File: src/rtl/pc_sequencer.sv
// Multi-cycle control sequencer driving the PC update interface.
// Latches the fetched instruction, walks it through IF/ID/EXE/MEM/WB and
// raises PCWre for exactly one cycle in the final state of each instruction.
module pc_sequencer #(
  parameter logic [5:0]  HALT_OP  = 6'b111111,
  parameter logic [31:0] RESET_IR = 32'h0000_0000
) (
  input  logic        CLK,
  input  logic        Reset,
  input  logic [31:0] Instr,
  input  logic [3:0]  PC4,
  input  logic        Zero,
  output logic        PCWre,
  output logic [1:0]  PCSrc,
  output logic [15:0] Immediate,
  output logic [31:0] JumpPC,
  output logic        IRWre,
  output logic        RegWre,
  output logic        MemWrite,
  output logic [2:0]  State,
  output logic        IllegalOp
);

  typedef enum logic [2:0] {
    StIf   = 3'd0,
    StId   = 3'd1,
    StExe  = 3'd2,
    StMem  = 3'd3,
    StWb   = 3'd4,
    StHalt = 3'd5
  } state_e;

  localparam logic [5:0] OpRtype = 6'b000000;
  localparam logic [5:0] OpAddi  = 6'b001000;
  localparam logic [5:0] OpOri   = 6'b001101;
  localparam logic [5:0] OpLw    = 6'b100011;
  localparam logic [5:0] OpSw    = 6'b101011;
  localparam logic [5:0] OpBeq   = 6'b000100;
  localparam logic [5:0] OpBne   = 6'b000101;
  localparam logic [5:0] OpJ     = 6'b000010;

  state_e      state_q;
  logic [31:0] ir_q;
  logic        illegal_q;
  // Low for the reset cycle and the one after release, so the first real IF
  // starts on the first posedge after Reset deasserts.
  logic        run_q;

  logic [5:0] opcode;
  logic       op_halt, op_alu, op_lw, op_sw, op_beq, op_bne, op_j, op_unknown;

  // Opcode decode; HALT_OP takes precedence over every other encoding.
  always_comb begin
    opcode     = ir_q[31:26];
    op_halt    = (opcode == HALT_OP);
    op_alu     = !op_halt && ((opcode == OpRtype) || (opcode == OpAddi) || (opcode == OpOri));
    op_lw      = !op_halt && (opcode == OpLw);
    op_sw      = !op_halt && (opcode == OpSw);
    op_beq     = !op_halt && (opcode == OpBeq);
    op_bne     = !op_halt && (opcode == OpBne);
    op_j       = !op_halt && (opcode == OpJ);
    op_unknown = !op_halt && !(op_alu || op_lw || op_sw || op_beq || op_bne || op_j);
  end

  // State sequencing, IR latch and sticky illegal-opcode flag.
  always_ff @(posedge CLK or negedge Reset) begin
    if (!Reset) begin
      state_q   <= StIf;
      ir_q      <= RESET_IR;
      illegal_q <= 1'b0;
      run_q     <= 1'b0;
    end else if (!run_q) begin
      run_q <= 1'b1;
    end else begin
      unique case (state_q)
        StIf: begin
          ir_q    <= Instr;
          state_q <= StId;
        end
        StId: begin
          if (op_halt) begin
            state_q <= StHalt;
          end else if (op_j) begin
            state_q <= StIf;
          end else if (op_unknown) begin
            illegal_q <= 1'b1;
            state_q   <= StIf;
          end else begin
            state_q <= StExe;
          end
        end
        StExe: begin
          if (op_beq || op_bne) begin
            state_q <= StIf;
          end else if (op_lw || op_sw) begin
            state_q <= StMem;
          end else begin
            state_q <= StWb;
          end
        end
        StMem:   state_q <= op_sw ? StIf : StWb;
        StWb:    state_q <= StIf;
        StHalt:  state_q <= StHalt;
        default: state_q <= StIf;
      endcase
    end
  end

  // Strobes and next-PC select; PCSrc stays 00 unless PCWre is asserted.
  always_comb begin
    PCWre    = 1'b0;
    PCSrc    = 2'b00;
    IRWre    = 1'b0;
    RegWre   = 1'b0;
    MemWrite = 1'b0;
    unique case (state_q)
      StIf: IRWre = run_q;
      StId: begin
        if (op_j || op_unknown) begin
          PCWre = 1'b1;
          if (op_j) PCSrc = 2'b10;
        end
      end
      StExe: begin
        if (op_beq || op_bne) begin
          PCWre = 1'b1;
          if ((op_beq && Zero) || (op_bne && !Zero)) PCSrc = 2'b01;
        end
      end
      StMem: begin
        if (op_sw) begin
          PCWre    = 1'b1;
          MemWrite = 1'b1;
        end
      end
      StWb: begin
        PCWre  = 1'b1;
        RegWre = 1'b1;
      end
      default: ;
    endcase
  end

  assign State     = state_q;
  assign Immediate = ir_q[15:0];
  assign JumpPC    = {PC4, ir_q[25:0], 2'b00};
  assign IllegalOp = illegal_q;

endmodule

File: config.mk
export PLATFORM = sky130hd
export DESIGN_NAME = pc_sequencer
export DESIGN_NICKNAME = d
export VERILOG_FILES = /design/src/rtl/pc_sequencer.sv
export SDC_FILE = /design/constraint.sdc
export NUM_CORES = 1
export LEC_CHECK = 0
export CAP_MARGIN = 5
export CORE_ASPECT_RATIO = 0.5
export CORE_MARGIN = 1
export CORE_UTILIZATION = 37
export CTS_CLUSTER_SIZE = 14
export DETAILED_ROUTE_END_ITERATION = 6
export GPL_TIMING_DRIVEN = 0
export HOLD_SLACK_MARGIN = 0.02
export PLACE_DENSITY_LB_ADDON = 0.3
export SLEW_MARGIN = 15
export SYNTH_ARGS = -nofsm -noshare
export SYNTH_HDL_FRONTEND = slang
export SYNTH_SLANG_ARGS = --single-unit
File: constraint.sdc
create_clock -name CLK -period 1.7 [get_ports CLK]
set_input_delay 0.51 -clock CLK [delete_from_list [all_inputs] [get_ports CLK]]
set_output_delay 0.51 -clock CLK [all_outputs]
set_load 0.02 [all_outputs]
==> run summary, run 1 <==
fresh numbers from the pnr run: failing checks setup timing, die width between 100 and 150 µm, Top cells excl fill/tap buf_4 (59), dlygate4sd2_1 (42), clkdlybuf4s50_1 (36), dfrtp_1 (32), mux2_2 (19), Crit-path slowest cell or4_4, Warnings, synthesis 0, Largest cells by area dfrtp_1 (46%), buf_4 (20%), mux2_2 (18%), nor4b_4 (1.2%), nor3_1 (0.98%), Max Fanout on Critical Path 3, largest net degree at the start of global routing 30, most common logic cell in the routed design buf_4, RSZ-0062 raised after global routing true, area fraction in mux cells 17.7%, Post-synth EDFFs 0, CP cell instances nor3b_4 -> nor4b_4 -> or4_4 -> o221ai_4 -> buf_6, DRC 0, seq_cells 37, ANT cells 0, cell taking the most area after synthesis dfrtp_1, worst-case reg-to-reg path depth 6, storage element area 932 µm², share of layout cells above drive strength 1 approximately half, fill count 408, Final Worst Setup Slack -603 ps, H-tree depth 2, xor+xnor area frac less than 1%, Post-Route Utilization 65.8%, Flop pwr share 25.7%, Post-Synth Adder-Cell Area 0%, NonClk Buf Share a little over two fifths, Max IR drop VDD a little under 900 µV, aoi share under 10%, Seq/Total Area, Yosys between 40% and 50%, stages on the worst setup path 5, Most flops, register ir_q, Largest logic family buffers and inverters, via count about 1600, fin crit share 135%, Fmax about 430 MHz, busiest grt layer met2, CTS Root Cell clkbuf_8, Tot GR Track Use between 15 and 20%, first-pass GRT wire length 7.53 mm, outcome finished, violations left, Routed WL 4.64 mm, Logic power comb 0.00410 W, antenna violations before repair 0, final setup fails 6, FP Core Util 39.8%, RR Startpoint State[2], GR Overflow Total 0, yosys simple share 9.78%, Die Ht about 54 µm, largest cell class by area non-clock buffers, Final Hold Fails 0, Seq area share roughly 28%, met1 usage about a fifth, DR top layer met4, Placed Area between 3000 and 4000 µm², FP Rows 18, DR pass1 iterations 4, slowest cell delay on critical path 510 ps, max-cap viol count 0, CTS tree yes, vias per std cell 4.51, Slew Viols, Final 0, Avg Inst Size Synth between 10 and 15 µm², Comb/total area between 20 and 25%, NumNets Final around 320, Tapcells 70, Met3 Wirelength slightly above 200 µm, CP required roughly 1200 ps
**Run 1: signal wires on met1**

Supply wires on this layer in grey.
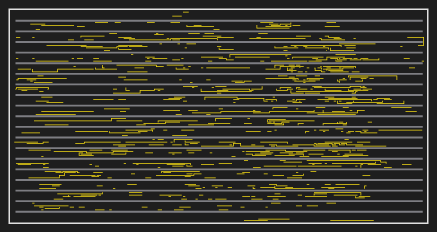
wire length on this layer = 1910 µm
share of all routed wire = 41%
main direction = horizontal
nets with wire on the layer = 273

**Run 1: clock routing**

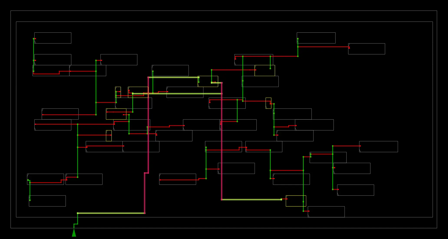
CLK BUF: 8
CTS Buf Count: 5
Clock Power: 0.000592 W

**Run 1: I/O nets highlighted**

The bar under the picture is 20 µm long.
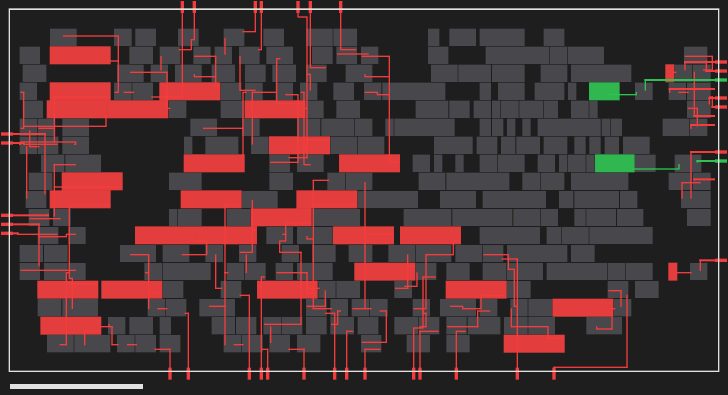
PCSrc -> green  # bits 2, direction output, edge right, end cells 2, buffers 2, wire 26.6 µm
JumpPC -> red  # bits 32, direction output, edge 14 bottom, 7 top, 6 right, 5 left, end cells 28, buffers 62, wire 926 µm
I/O pin total: 97
I/O Buffers: 90

==> run 2: changes to the inputs <==
--- a/config.mk
+++ b/config.mk
@@ -7,7 +7,7 @@
 export LEC_CHECK = 0
 export CAP_MARGIN = 5
 export CORE_ASPECT_RATIO = 0.5
-export CORE_MARGIN = 1
+export CORE_MARGIN = 5
 export CORE_UTILIZATION = 37
 export CTS_CLUSTER_SIZE = 14
 export DETAILED_ROUTE_END_ITERATION = 6
**Run 2: signal wires on met1**

Supply wires on this layer in grey.
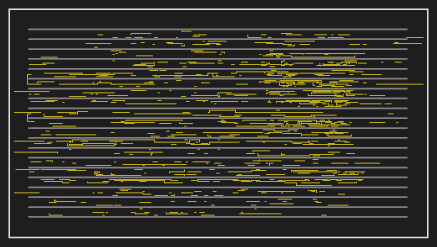
met1 usage: 15.0%
via count: 1604

**Run 2: I/O nets highlighted**

The bar under the picture is 20 µm long.
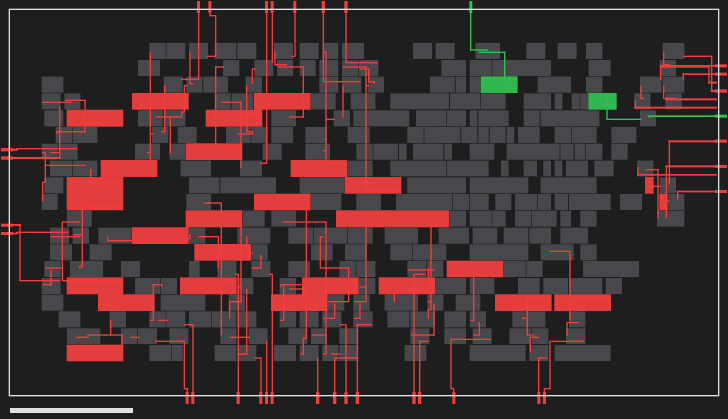
PCSrc -> green  # bits 2, direction output, edge 1 top, 1 right, end cells 2, buffers 2, wire 37.9 µm
JumpPC -> red  # bits 32, direction output, edge 15 bottom, 7 top, 6 right, 4 left, end cells 28, buffers 62, wire 1080 µm

**Run 2: wiring by layer**

Two of the layers only.
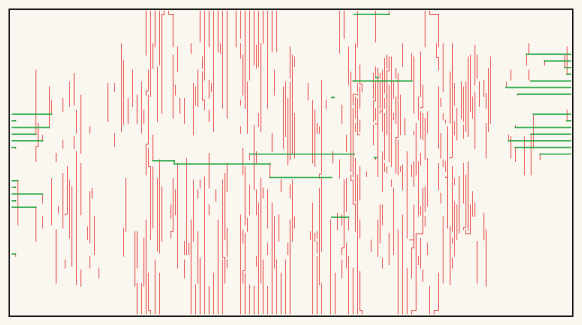
M2 -> red  # wire length 3000 µm
M3 -> green  # wire length 230 µm
drt wl/cell: 14.8 µm
Tot GR Track Use: 14.5%
Routed WL: 5.32 mm

==> run summary, run 2 <==
fresh numbers from the pnr run: area fraction in mux cells 17.7%, DR pass1 iterations 4, slowest cell delay on critical path roughly 460 ps, Tapcells 73, Max IR drop VDD 1010 µV, first-pass GRT wire length slightly above 8 mm, NumNets Final 325, RR Startpoint State[2], I/O pin total around 97, Hold Path Class in2async, Worst Setup EP PCWre, aoi share 5.35%, I/O Buffers 90, die width 115 µm, xor+xnor area frac less than 1%, Final Hold Fails 0, metal2 WL between 2 and 3 mm, Period minus WS final between 2000 and 2500 ps, final setup fails 6, CTS tree yes, Top cells excl fill/tap buf_4 (63), dlygate4sd2_1 (45), clkdlybuf4s50_1 (36), dfrtp_1 (32), mux2_2 (23), stages on the worst setup path 6, Final Worst Setup Slack -601 ps, Logic power comb about 0.0042 W, ANT cells 0, Met3 Wirelength 229 µm, max-cap viol count 0, worst-case reg-to-reg path depth 6, antenna violations before repair 0, outcome finished, violations left, storage element area a little over 900 µm², largest net degree at the start of global routing 25, Setup Buffers After CTS 10, vias per std cell ~4.5, CTS Buf Count 5, Clock Power just under 0.0007 W, Largest cells by area dfrtp_1 (46%), buf_4 (20%), mux2_2 (18%), nor4b_4 (1.2%), nor3_1 (0.98%), FP Core Util about 38%, Flop pwr share about a quarter, Placed Area about 3100 µm², cell taking the most area after synthesis dfrtp_1, Post-synth EDFFs 0, FF-to-FF setup slack approximately 40 ps, CTS Root Cell clkbuf_8, NonClk Buf Share around 43%, Post-Route Utilization a little under two thirds, Crit-path slowest cell or4_4, Seq/Total Area, Yosys between 40% and 50%, share of layout cells above drive strength 1 about half, crit end category output port, CLK BUF 7, CP required between 1000 and 1500 ps, busiest grt layer met2, FP Rows 19, Fmax between 400 and 500 MHz, RSZ-0062 raised after global routing true, DRT antenna net count 0, Largest logic family buffers and inverters, Most flops, register ir_q, Seq area share 27.2%, Die Ht about 62 µm, fill count 436, H-tree depth 2, seq_cells 37, Placer Congestion 0.745, Max Fanout on Critical Path 8, clk tree area frac under 10%, fin crit share 135%, Comb/total area around a quarter, Warnings, synthesis 0, failing checks setup timing, yosys simple share about a tenth, Sw Pwr around 0.0025 W, largest cell class by area non-clock buffers, Slew Viols, Final 0, DR top layer met4
==> run 3: changes to the inputs <==
--- a/config.mk
+++ b/config.mk
@@ -5,6 +5,7 @@
 export SDC_FILE = /design/constraint.sdc
 export NUM_CORES = 1
 export LEC_CHECK = 0
+export ABC_AREA = 0
 export CAP_MARGIN = 5
 export CORE_ASPECT_RATIO = 0.5
 export CORE_MARGIN = 5
**Run 3: close-up of the layout**

The bar under the picture is 10 µm long. Region (42, 16) to (72, 46) µm. Cells in grey, sequential cells in the stronger grey; small squares are vias.
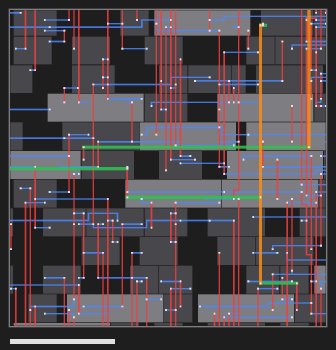
M4 -> orange
M3 -> green
M2 -> red
M1 -> blue
netlist names of flops here include = ir_q (9)
sequential cells in the window = 11
cells with their middle in the window = 48
most frequent = dfrtp_1 (10), buf_4 (7), clkdlybuf4s50_1 (7)

**Run 3: signal wires on met1**

Supply wires on this layer in grey.
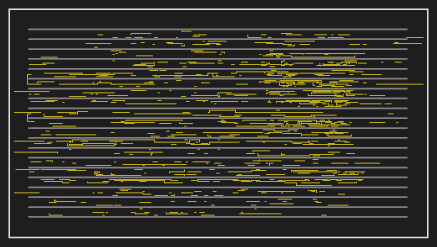
share of all routed wire = 38%
nets with wire on the layer = 282
wire length on this layer = 2020 µm
longest straight run = 24.1 µm
main direction = horizontal

**Run 3: wiring by layer**

Two of the layers only.
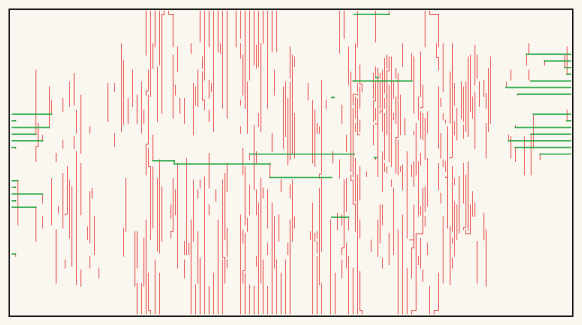
M3 -> green  # wire length 230 µm
M2 -> red  # wire length 3000 µm

==> run summary, run 3 <==
fresh numbers from the pnr run: share of layout cells above drive strength 1 a little over 50%, Flop pwr share between 20% and 30%, FF-to-FF setup slack roughly 40 ps, I/O pin total between 90 and 100, FP Core Util a little under two fifths, failing checks setup timing, FP Rows 19, RSZ-0062 raised after global routing true, clk tree area frac under 10%, DRT antenna net count 0, slowest cell delay on critical path 460 ps, GR Overflow Total 0, met1 usage ~15%, Tapcells approximately 73, ANT cells 0, CTS Buf Count 5, Sw Pwr ~0.0025 W, DR top layer met4, yosys simple share about a tenth, seq_cells 37, worst-case reg-to-reg path depth 6, first-pass GRT wire length about 8 mm, final setup fails 6, Tot GR Track Use 14.5%, Period minus WS final ~2300 ps, Clock Power approximately 0.00068 W, cell taking the most area after synthesis dfrtp_1, Crit-path slowest cell or4_4, CP required ~1200 ps, Post-Route Utilization a little under two thirds, Largest cells by area dfrtp_1 (46%), buf_4 (20%), mux2_2 (18%), nor4b_4 (1.2%), nor3_1 (0.98%), RR Startpoint State[2], vias per std cell approximately 4.5, aoi share 5.35%, storage element area just over 900 µm², fill count about 440, I/O Buffers 90, Met3 Wirelength between 200 and 250 µm, fin crit share 135%, NumNets Final 325, Placer Congestion about 0.75, Seq area share a little over a quarter, Final Hold Fails 0, Avg Inst Size Synth around 12 µm², Seq/Total Area, Yosys ~46%, CP cell instances clkbuf_4 -> nand4_1 -> nor2_1 -> or4_4 -> o221ai_4 -> buf_6, stages on the worst setup path 6, Fmax between 400 and 500 MHz, die width between 100 and 150 µm, Comb/total area a little under a quarter, Mapped Cells between 150 and 200, H-tree depth 2, antenna violations before repair 0, Logic power comb between 0.004 and 0.005 W, NonClk Buf Share 43.0%, Most flops, register ir_q, Top cells excl fill/tap buf_4 (63), dlygate4sd2_1 (45), clkdlybuf4s50_1 (36), dfrtp_1 (32), mux2_2 (23), Hold Path Class in2async, outcome finished, violations left, xor+xnor area frac less than 1%, Final Worst Setup Slack -601 ps, bufs w/o clock ~160, Post-synth EDFFs 0, largest cell class by area non-clock buffers, largest net degree at the start of global routing 25, area fraction in mux cells 17.7%, drt wl/cell between 10 and 15 µm, Routed WL roughly 5.3 mm, Dominant flop cell dfrtp_1, Slew Viols, Final 0, Warnings, synthesis 0, CLK BUF 7, max-cap viol count 0, Max IR drop VDD between 1000 and 1500 µV
No activity file was given, so power comes from the tool's default toggle rates.
